==> config.mk <==
export PLATFORM = sky130hd
export DESIGN_NAME = serial_add_ctrl_flat
export DESIGN_NICKNAME = d
export VERILOG_FILES = /design/src/rtl/serial_add_ctrl_if.sv /design/src/rtl/serial_add_ctrl.sv /design/src/flat_wrapper.sv
export SDC_FILE = /design/constraint.sdc
export NUM_CORES = 1
export LEC_CHECK = 0
export CORE_UTILIZATION = 43
export CTS_BUF_LIST = sky130_fd_sc_hd__clkbuf_4 sky130_fd_sc_hd__clkbuf_8 sky130_fd_sc_hd__clkbuf_16
export CTS_CLUSTER_SIZE = 8
export DETAILED_ROUTE_END_ITERATION = 16
export PLACE_DENSITY = 0.75
export SKIP_LAST_GASP = 1
export SLEW_MARGIN = 30
export SYNTH_ARGS = -nofsm -noshare
export SYNTH_HDL_FRONTEND = slang
export SYNTH_SLANG_ARGS = --single-unit
==> constraint.sdc <==
create_clock -name clk -period 1.4 [get_ports clk]
set_clock_uncertainty 0.15 [all_clocks]
set_input_delay 0.21 -clock clk [delete_from_list [all_inputs] [get_ports clk]]
set_output_delay 0.21 -clock clk [all_outputs]
set_load 0.005 [all_outputs]
==> src/rtl/serial_add_ctrl_if.sv <==
// Handshake and operand/result bundle for serial_add_ctrl.
// master drives requests and operands; slave is the serial adder.
interface serial_add_ctrl_if #(
  parameter int unsigned WIDTH = 8
);
  logic             start;
  logic [WIDTH-1:0] a;
  logic [WIDTH-1:0] b;
  logic             cin;
  logic             ready;
  logic             busy;
  logic             done;
  logic [WIDTH-1:0] sum;
  logic             cout;

  modport master (
    output start, a, b, cin,
    input  ready, busy, done, sum, cout
  );

  modport slave (
    input  start, a, b, cin,
    output ready, busy, done, sum, cout
  );
endinterface

==> src/rtl/serial_add_ctrl.sv <==
// Bit-serial adder: one shared full_adder produces one result bit per clock, LSB first,
// sequenced by an IDLE/RUN/DONE controller with a synchronous active-low reset.
module full_adder (
  input  logic a,
  input  logic b,
  input  logic cin,
  output logic s,
  output logic cout
);
  assign s    = a ^ b ^ cin;
  assign cout = (a & b) | (cin & (a ^ b));
endmodule

module serial_add_ctrl #(
  parameter int unsigned WIDTH = 8
) (
  input logic          clk,
  input logic          rst_n,
  serial_add_ctrl_if.slave bus
);
  localparam int unsigned CW = (WIDTH > 1) ? $clog2(WIDTH) : 1;
  localparam logic [CW-1:0] LAST = CW'(WIDTH - 1);

  typedef enum logic [1:0] {
    IDLE = 2'd0,
    RUN  = 2'd1,
    DONE = 2'd2
  } state_t;

  state_t           state, state_nx;
  logic [WIDTH-1:0] a_sr, b_sr, sum_sr;
  logic             carry;
  logic [CW-1:0]    cnt;
  logic             fa_s, fa_cout;

  full_adder u_fa (
    .a   (a_sr[0]),
    .b   (b_sr[0]),
    .cin (carry),
    .s   (fa_s),
    .cout(fa_cout)
  );

  always_ff @(posedge clk) begin
    if (!rst_n) state <= IDLE;
    else        state <= state_nx;
  end

  always_comb begin
    state_nx = state;
    case (state)
      IDLE:    if (bus.start) state_nx = RUN;
      RUN:     if (cnt == LAST) state_nx = DONE;
      DONE:    state_nx = IDLE;
      default: state_nx = IDLE;
    endcase
  end

  // sum register is deliberately left alone at acceptance so the previous
  // result stays visible until the first RUN edge overwrites its MSB.
  always_ff @(posedge clk) begin
    if (!rst_n) begin
      a_sr   <= '0;
      b_sr   <= '0;
      sum_sr <= '0;
      carry  <= 1'b0;
      cnt    <= '0;
    end else begin
      case (state)
        IDLE: begin
          if (bus.start) begin
            a_sr  <= bus.a;
            b_sr  <= bus.b;
            carry <= bus.cin;
            cnt   <= '0;
          end
        end
        RUN: begin
          // shift-in at the MSB written as shift/OR so WIDTH=1 needs no special case
          sum_sr <= (sum_sr >> 1) | (WIDTH'(fa_s) << (WIDTH - 1));
          carry  <= fa_cout;
          a_sr   <= a_sr >> 1;
          b_sr   <= b_sr >> 1;
          cnt    <= cnt + CW'(1);
        end
        default: ;
      endcase
    end
  end

  assign bus.ready = (state == IDLE);
  assign bus.busy  = (state == RUN);
  assign bus.done  = (state == DONE);
  assign bus.sum   = sum_sr;
  assign bus.cout  = carry;
endmodule

==> src/flat_wrapper.sv <==
// flat-port wrapper written by rule: the top's interface ports become plain ports
module serial_add_ctrl_flat 
#(
  parameter int unsigned WIDTH = 8
)
  (clk, rst_n, bus_start, bus_a, bus_b, bus_cin, bus_ready, bus_busy, bus_done, bus_sum, bus_cout);
  serial_add_ctrl_if #(.WIDTH(WIDTH)) bus_i ();
  input logic clk;
  input logic rst_n;
  input wire logic [$bits(bus_i.start)-1:0] bus_start;
  input wire logic [$bits(bus_i.a)-1:0] bus_a;
  input wire logic [$bits(bus_i.b)-1:0] bus_b;
  input wire logic [$bits(bus_i.cin)-1:0] bus_cin;
  output wire logic [$bits(bus_i.ready)-1:0] bus_ready;
  output wire logic [$bits(bus_i.busy)-1:0] bus_busy;
  output wire logic [$bits(bus_i.done)-1:0] bus_done;
  output wire logic [$bits(bus_i.sum)-1:0] bus_sum;
  output wire logic [$bits(bus_i.cout)-1:0] bus_cout;
  assign bus_i.start = bus_start;
  assign bus_i.a = bus_a;
  assign bus_i.b = bus_b;
  assign bus_i.cin = bus_cin;
  assign bus_ready = bus_i.ready;
  assign bus_busy = bus_i.busy;
  assign bus_done = bus_i.done;
  assign bus_sum = bus_i.sum;
  assign bus_cout = bus_i.cout;
  serial_add_ctrl #(.WIDTH(WIDTH)) u_core (.clk(clk), .rst_n(rst_n), .bus(bus_i));
endmodule
Figure 1. Floorplan with the power grid (run 1).
The bar under the picture is 20 um long. Pins as bars on the die edge. Tap cells in gray.
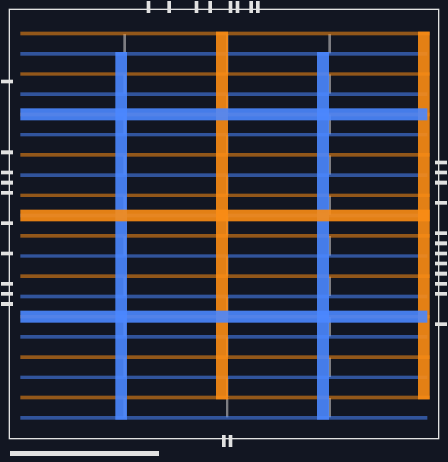
legend:
  blue:
    net: VSS
  orange:
    net: VDD
signal pins: 32
met5 straps: 3
tap cells: 31
Die X-Extent: 57.6 um
peak supply drop: 0.000576 V
die span in y: 57.6 um
Core Region: 2830 um2

Figure 2. Cells colored by class (run 1).
The bar under the picture is 20 um long.
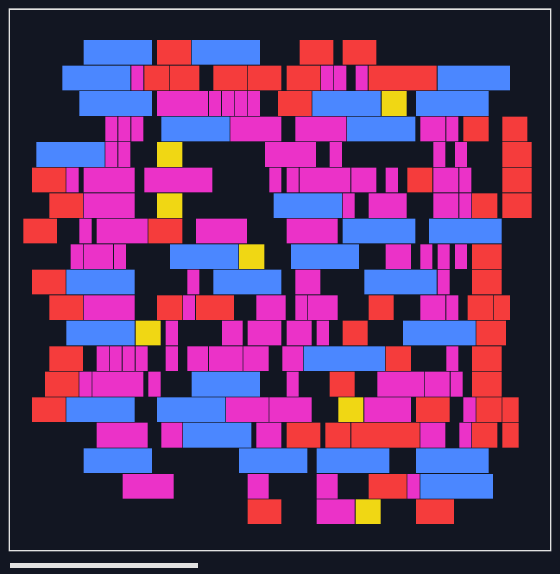
legend:
  red:
    class: remaining buffers and delay cells
    cells: 50
  magenta:
    class: combinational and other logic
    cells: 94
  blue:
    class: sequential cells
    cells: 30
  yellow:
    class: clock drivers and dummy loads
    cells: 7
fraction of area in registers: 33.6%
final design instance area without fill: 1840 um2
Rows: 19

Figure 3. Routed clock nets over the placement (run 1).
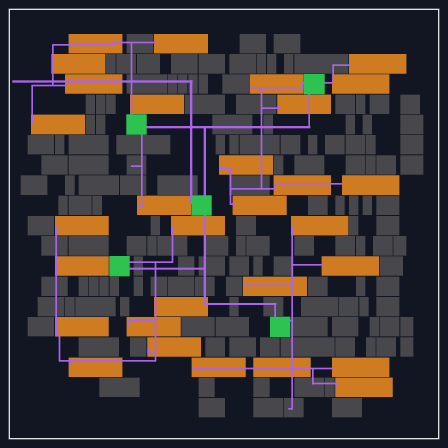
legend:
  purple:
    item: clock wires
    length: 352 um
  orange:
    item: flip-flops
    count: 30
  green:
    item: clock drivers
    count: 5
routed clock nets: 6
flops lie: all over the die
clock latency reported for the late side of the worst-skew pair: 0.32 ns
clock network power: 0.490 mW
power share of the clock group: 28.1%

==> summary.txt, run 1 <==
Latest figures from synthesis and place and route.

The data arrival time reported for the critical path is 1.50 ns. The final critical path time including I/O delays and setup is 1.43 ns. The flow measured a signed area growth from synthesis to layout of 38.5%. Before antenna repair, the detailed router went through 10 iterations. Per the summary, power density relative to cell area is 947 nW/um2. In this run, flip-flops and latches consume 54.3% of the power. The tool warning count for the run is 28. The final weighted congestion in routability-driven placement is 0.752. The deepest level of the CTS H-tree is 2. For reference, the post-synthesis area per instance comes to 9.83 um2. The number of endpoints failing setup at the final stage is 6. The buffer and inverter count on the worst path is 1.

Setup repair after global routing could not meet its margin everywhere. The placed standard-cell area is 1660 um2. The main area contributors are dfxtp_1 45%, o221ai_2 11%, nor2_1 9.0%.

The run finished, with violations left. Ranked by total area, the top cell class in this layout is logic gates. The estimated wirelength of the detail-placed design is 1810 um. The share of synthesized area spent on multiplexers is 0.754%. The initial antenna violation count is 0. The number of sequential cells reported for the layout is 30. The cell family with the largest share of critical-path delay is simple AND/OR/NAND/NOR gates. The core utilization of the finished layout is 65.0%. After layout, the inverter instance count without clock inverters stands at 1. The completed layout was analyzed and its total power is 1.74 mW. For this design the static power due to leakage is 0.766 nW.

The sort of element at the end of the critical path is a register. The total count of max-transition violations in the final report is 0. The first global-routing pass estimated 4350 um of wire.

In the detailed route, the total length drawn on met2 is 1410 um. The floorplan core density is 46.9%. After clock tree synthesis, the setup repair step added 9 buffers.

The number of unique standard cell types used by synthesis is 26. The fraction of final layout cells with drive strength greater than 1 is 33.1%. The type of the tightest min-delay check is register to register. The biggest area consumer among synthesized cells is dfxtp_1. The setup slack at placement is -0.384 ns.

The well-tap cell count is 31. The final hold slack is 0.304 ns. The share of flip-flops with an asynchronous set or reset after synthesis is 0%.

In the final layout, clock buffers and inverters account for 2.86% of the cell area. The commonest register cell is dfxtp_1. Setup slack on the critical path of the routed design comes to -0.0346 ns. Power attributed to sequential cells is 0.945 mW. Looking at the critical path, the highest net fanout was 15. Yosys reported a register bit count of 30. The final antenna-violating net count is 0. The total of buffers placed on input and output ports is 31. The layout filler cell count is 242. The checks that failed: DRC, setup timing. The arithmetic-cell share of the synthesized area counting full adders, half adders and majority gates is 3.39%.

Multi-input gates account for 36.1% of the area. Per the STA report, the cell with the highest stage delay on the worst path is dfxtp_4. The setup TNS after final layout is -0.109 ns.

For this block, the via count after detailed routing is 1111. The commonest cells after synthesis are 32 x nor2_1, 30 x dfxtp_1, 18 x nand2_1. The top layer reached by signal wires is met4. The met3 usage is 6.80%. The slew at the pin closest to its max-slew limit is 0.244 ns. The number of instances in the synthesized netlist is 135.

Looking at the power breakdown, combinational cells take 17.6% of the total. Buffers inserted during clock tree synthesis total 5. The violation count after the first detailed-routing iteration is 29. The die outline area is 3310 um2.

The part of the cycle the worst path needs is 102%. Counting flops with a built-in enable in the synthesized netlist gives 0. The number of clock buffers in the layout is 7. The required time at the worst-slack endpoint is 1.47 ns.

The number of placed I/O pins is 32. The global routing report lists met1 layer usage as 18.3%. The mean routed wirelength per cell is 12.7 um. The DRC violation count after routing is 2.

Yosys instantiated no cell more often than nor2_1. The global router reports that the layer with the highest usage is met2. The internal cell power is 1.30 mW.

The synthesized-area fraction occupied by xor and xnor cells is 0%. The signal on the critical path passes through or3b_4 -> buf_12 -> o221ai_1 -> nor2_1. The nature of the critical path startpoint is a register. The synthesized netlist devotes 18.6% of its cell area to simple gates. The switching power total is 0.438 mW.

The number of nets produced by synthesis is 158. In the final layout, the multi-input gates occupy 663 um2. The number of non-filler instances in the completed layout is 212. After detailed routing, the wire length on met1 is 1070 um. At the end of the flow, the number of nets in the layout was 204. The post-synthesis compound-gate area fraction is 23.5%. The final-report hold violation count is 0. The buffer type at the clock tree root is clkbuf_4.

The count of synthesis-stage warnings from yosys is 0. The cell area after synthesis is 1330 um2. Global routing used 17.5% of the available tracks. The area taken by sequential standard cells is reported as 617 um2. The switching part of the total power is 25.2%. The largest net degree at the start of global routing is 31. After detailed routing, the total wire length is 2700 um. The headroom to the max-slew limit is 83.7%. The delay of the slowest cell on the worst path is 0.39 ns.

The final global-route overflow total is 0. The chip area line of the yosys report is 1330 um2. The length of routed met3 wiring is 175 um. The area fraction of the dominant cell type after synthesis is 45.2%. The number of clock sinks is 30. The category of the most critical setup path is register to register.
==> run 1: path summary, 6_finish.rpt <==
path	from	end	cells after the start
min	u_core.bus.sum[0]	u_core.bus.sum[0]	2
max reg2reg	u_core.state[0]	u_core.a_sr[4]	4
max	u_core.state[0]	u_core.a_sr[4]	4
min reg2reg	u_core.bus.sum[0]	u_core.bus.sum[0]	2
==> run 1: placed cells by master (no fill, tap or decap), types with 2 or more instances in the layout <==
master	count
nor2_1	31
clkdlybuf4s50_1	19
dfxtp_1	19
nand2_1	18
o221ai_2	14
buf_4	14
dfxtp_2	10
dlygate4sd2_1	9
clkbuf_4	7
a21boi_1	6
a21boi_0	3
nor2b_1	3
buf_6	3
and3_1	2
a22oi_1	2
a32oi_1	2
ha_1	2
buf_2	2
buf_12	2
==> inputs of run 2 (changes only) <==
--- a/config.mk
+++ b/config.mk
@@ -9,9 +9,10 @@
 export CTS_BUF_LIST = sky130_fd_sc_hd__clkbuf_4 sky130_fd_sc_hd__clkbuf_8 sky130_fd_sc_hd__clkbuf_16
 export CTS_CLUSTER_SIZE = 8
 export DETAILED_ROUTE_END_ITERATION = 16
-export PLACE_DENSITY = 0.75
+export PLACE_DENSITY = 0.79
 export SKIP_LAST_GASP = 1
 export SLEW_MARGIN = 30
 export SYNTH_ARGS = -nofsm -noshare
 export SYNTH_HDL_FRONTEND = slang
+export SYNTH_HIERARCHICAL = 1
 export SYNTH_SLANG_ARGS = --single-unit
==> run 2 against run 1 <==
Against the previous run: the run still ends with DRC, setup timing left; sequential power barely moved; global-route usage up 1.9 points; die area increased by 0.54%; setup slack better by 0.026 ns; cell count stayed put; critical endpoint is now u_core/a_sr[6].
==> summary.txt, run 2 <==
Latest figures from synthesis and place and route.

Once placement finished, the instance area stood at 1680 um2. The required time at the worst-slack endpoint is 1.48 ns. The path with the worst hold slack has its endpoint at u_core/b_sr[3].

The top layer reached by signal wires is met4. The met3 usage is 5.36%. After routing, the total negative slack on setup checks comes to -0.0132 ns. The fraction of final layout cells with drive strength greater than 1 is 29.3%. The number of placed I/O pins is 32. The number of endpoints failing setup at the final stage is 3. The type of the tightest min-delay check is register to register. The biggest area consumer among synthesized cells is dfxtp_1. The stage-log warning count is 29. The critical hold path startpoint is u_core/b_sr[3]. The initial antenna violation count is 0.

The stat command in Yosys gives a chip area of 1340 um2. In the hold timing report, the worst path depth is 2. The floorplan core density is 46.8%. The global-route met1 utilization is 21.1%.

The source-to-sink clock delay at the later pin of the worst-skew pair is 0.34 ns. In the final layout, excluding clock inverters the inverter count is 17. Among cell families on the critical path, the largest total delay comes from simple AND/OR/NAND/NOR gates. The area added between synthesis and finish is 36.6%.

The setup slack of the critical path after layout is -0.00895 ns. The post-synthesis cell count from yosys is 137. The critical path runs through a total of 4 cells.

The data arrival time at the worst-slack endpoint is 1.49 ns. Looking at the setup timing report, the critical path kind is register to register. The via count of the routed design is 1104. Counting the fill cells in the layout gives 235.

The layout report lists the clock-cell share of area as 3.50%. The width of the die is 57.7 um. The relative contribution of the clock network to total power is 30.9%. The DRC violation count after routing is 2. Before any placement, the netlist area is recorded as 1340 um2. According to the tapcell log, the count of inserted taps is 31. The die outline area is 3330 um2.

Among all flip-flop cells after synthesis, the most frequent one is dfxtp_1. Yosys mapped a number of flops with a built-in enable equal to 0. Setup repair after global routing could not meet its margin everywhere. For the finished layout, the period the worst path requires is 1.41 ns. The routed design has 2780 um of wire. The nature of the critical path startpoint is a register.

For reference, the critical path cell chain is or3b_4 -> buf_12 -> o221ai_1 -> a21oi_1. The first global-routing pass estimated 4750 um of wire. The count of cells along the worst register-to-register path is 4.

The cell kind with the greatest summed area is registers. The final net count is 203. By count the netlist is led by 30 x dfxtp_1, 17 x inv_1, 16 x nand2_1. The multi-input combinational cell area is 604 um2. In the final routing, the length of wire on met1 measures 1190 um. The part of the cycle the worst path needs is 101%. The number of rows created at floorplan is 19. The deepest level of the CTS H-tree is 2.

The maximum net fanout on the critical path is 15. The violation tally recorded at the end of detailed-routing iteration 0 is 25. The layout has 6 clock buffers.

Internal power comes to 1.31 mW. The number of global-route vias before repair is 1078. The final reports fail on DRC, setup timing. The power report lists the clock group at 0.553 mW. The headroom to the max-slew limit is 80.4%.

The tree is rooted in a clkbuf_4. The setup slack at placement is -0.391 ns. RePlAce ended its routability-driven mode at a weighted congestion of 0.718. The critical path's slowest cell is or3b_4. In the layout the commonest cells are 19 x clkdlybuf4s50_1, 19 x dfxtp_1, 17 x inv_1, 16 x nand2_1.

The total of buffers placed on input and output ports is 31. The share of total power in combinational logic is 16.3%. The origin of the worst setup path is u_core/state[0]. The CTS tree is built.

Per the timing report, the most critical flop-to-flop path originates at u_core/state[0]. The count of synthesis-stage warnings from yosys is 6. The number of instances in the synthesized netlist is 137.

For the pin with the worst max-slew slack, the measured transition is 0.294 ns. The switching portion of total power comes to 26.8%. The synthesized design devotes to its leading area cell type 45.0% of total area.

The final hold violation count recorded for this run is 0. The power dissipated in sequential cells is 0.942 mW. The count of sequential standard cells is 30. Counting both buffers and inverters, the worst setup path holds a total of 1. The power density of the placed cells is 980 nW/um2. In this run the critical register-to-register path is captured at u_core/a_sr[6]. Detailed routing placed a total of 1420 um of wire on met2.

The sum of internal, switching and leakage power is 1.79 mW. 78 cells are multi-input combinational gates. The run finished, with violations left. Synthesis instantiated 26 different standard cells from the library. The analysis attributes to cell leakage a power of 0.743 nW. The final global-route overflow total is 0.

For this run the detailed placement stage logged an HPWL of 1930 um. The synthesis-stage register bit count is 30. In the log, the iteration count for the first detailed-route pass is 10.

The global routing's busiest layer is met2. The mean routed wirelength per cell is 13.1 um. Setup slack on the worst reg-to-reg path comes out at -0.009 ns.

The delay of the slowest cell on the worst path is 0.39 ns. OpenSTA lists the critical path endpoint as u_core/a_sr[6]. After the flow finishes, the layout carries non-filler instances totaling 212. Wire segments on met3 add up to 123 um in the final route.

The sort of element at the end of the critical path is a register. The total global routing track utilization is 19.3%. The final antenna-violating net count is 0. The number of nets produced by synthesis is 160. The most common cell in the synthesized netlist is dfxtp_1. The top achievable clock speed is 0.710 GHz. The largest net degree at the start of global routing is 31.

Dividing the synthesized area by the synthesized cell count gives 9.74 um2. The sequential cell fraction of total power is 52.7%. The number of clock sinks came to 30. The register area is 617 um2. Across all hold checks on the routed design, the worst slack comes to 0.301 ns. The share of flip-flops with an asynchronous set or reset after synthesis is 0%.
==> run 2: cell count changes in the layout (fill, tap and decap cells not counted), sizes merged, moves of 4 or more <==
cell	previous run	this run
inv	1	17
buf	21	17
a21oi	0	15
nor2	32	2
==> run 2: logic make-up (layout without fill, tap and decap cells) <==
| kind of cell | after synthesis | in the layout | share of synthesized area (%) |
|---|---|---|---|
| flip-flops | 30 | 30 | 45.0 |
| AND/OR/NAND/NOR | 28 | 28 | 10.8 |
| AND-OR/OR-AND | 45 | 45 | 28.2 |
| adder cells (fa/ha/maj) | 3 | 3 | 3.37 |
| buffers and inverters | 29 | 73 | 11.2 |
| multiplexers | 2 | 2 | 1.50 |
==> run 2: timing repair <==
item                       CTS  global route
setup endpoints to repair   24            13
hold buffers                 0             0
buffers inserted             8             1
resized                     26            11
Figure 4. Placement view (run 2).
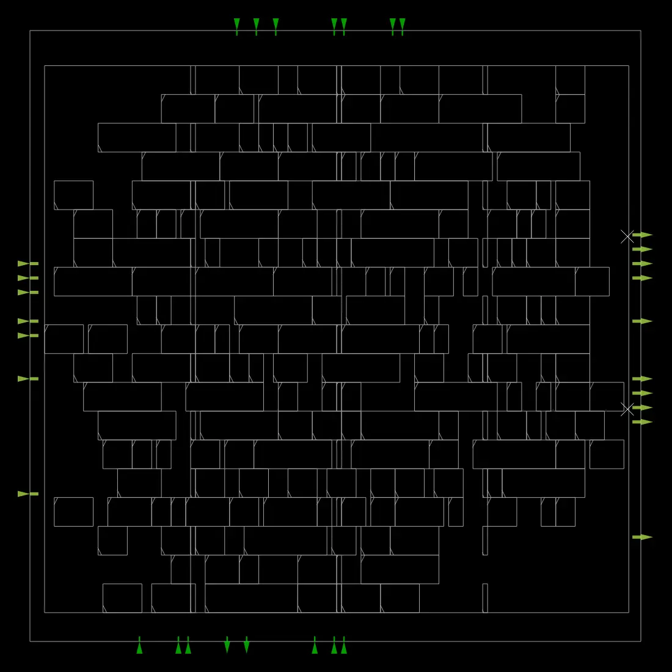
fraction of area in registers: 33.8%
Final Core Density: 63.9%

Figure 5. Floorplan with the power grid (run 2).
The bar under the picture is 20 um long. Pins as bars on the die edge. Tap cells in gray.
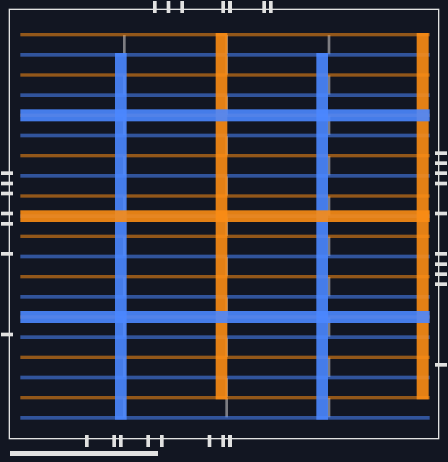
legend:
  orange:
    net: VDD
  blue:
    net: VSS
met5 straps: 3
rows: 19
die span in y: 57.7 um
peak supply drop: 0.000590 V

Figure 6. Cells colored by class (run 2).
The bar under the picture is 20 um long.
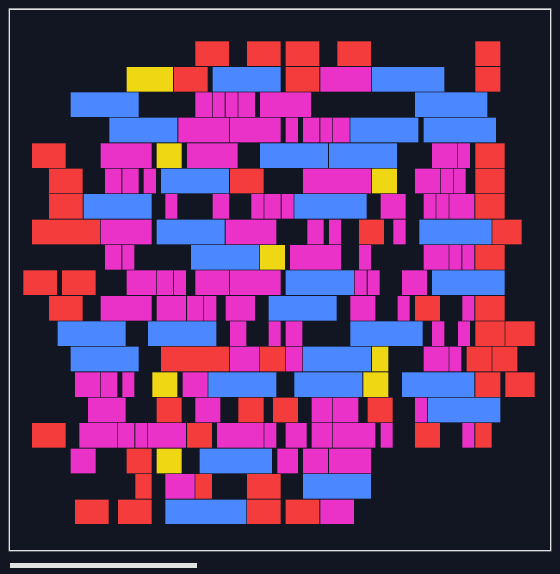
legend:
  red:
    class: remaining buffers and delay cells
    cells: 48
  yellow:
    class: clock drivers and dummy loads
    cells: 8
  blue:
    class: sequential cells
    cells: 30
  magenta:
    class: combinational and other logic
    cells: 95
final design instance area without fill: 1820 um2
Core Region: 2850 um2

No activity file was given, so power comes from the tool's default toggle rates.
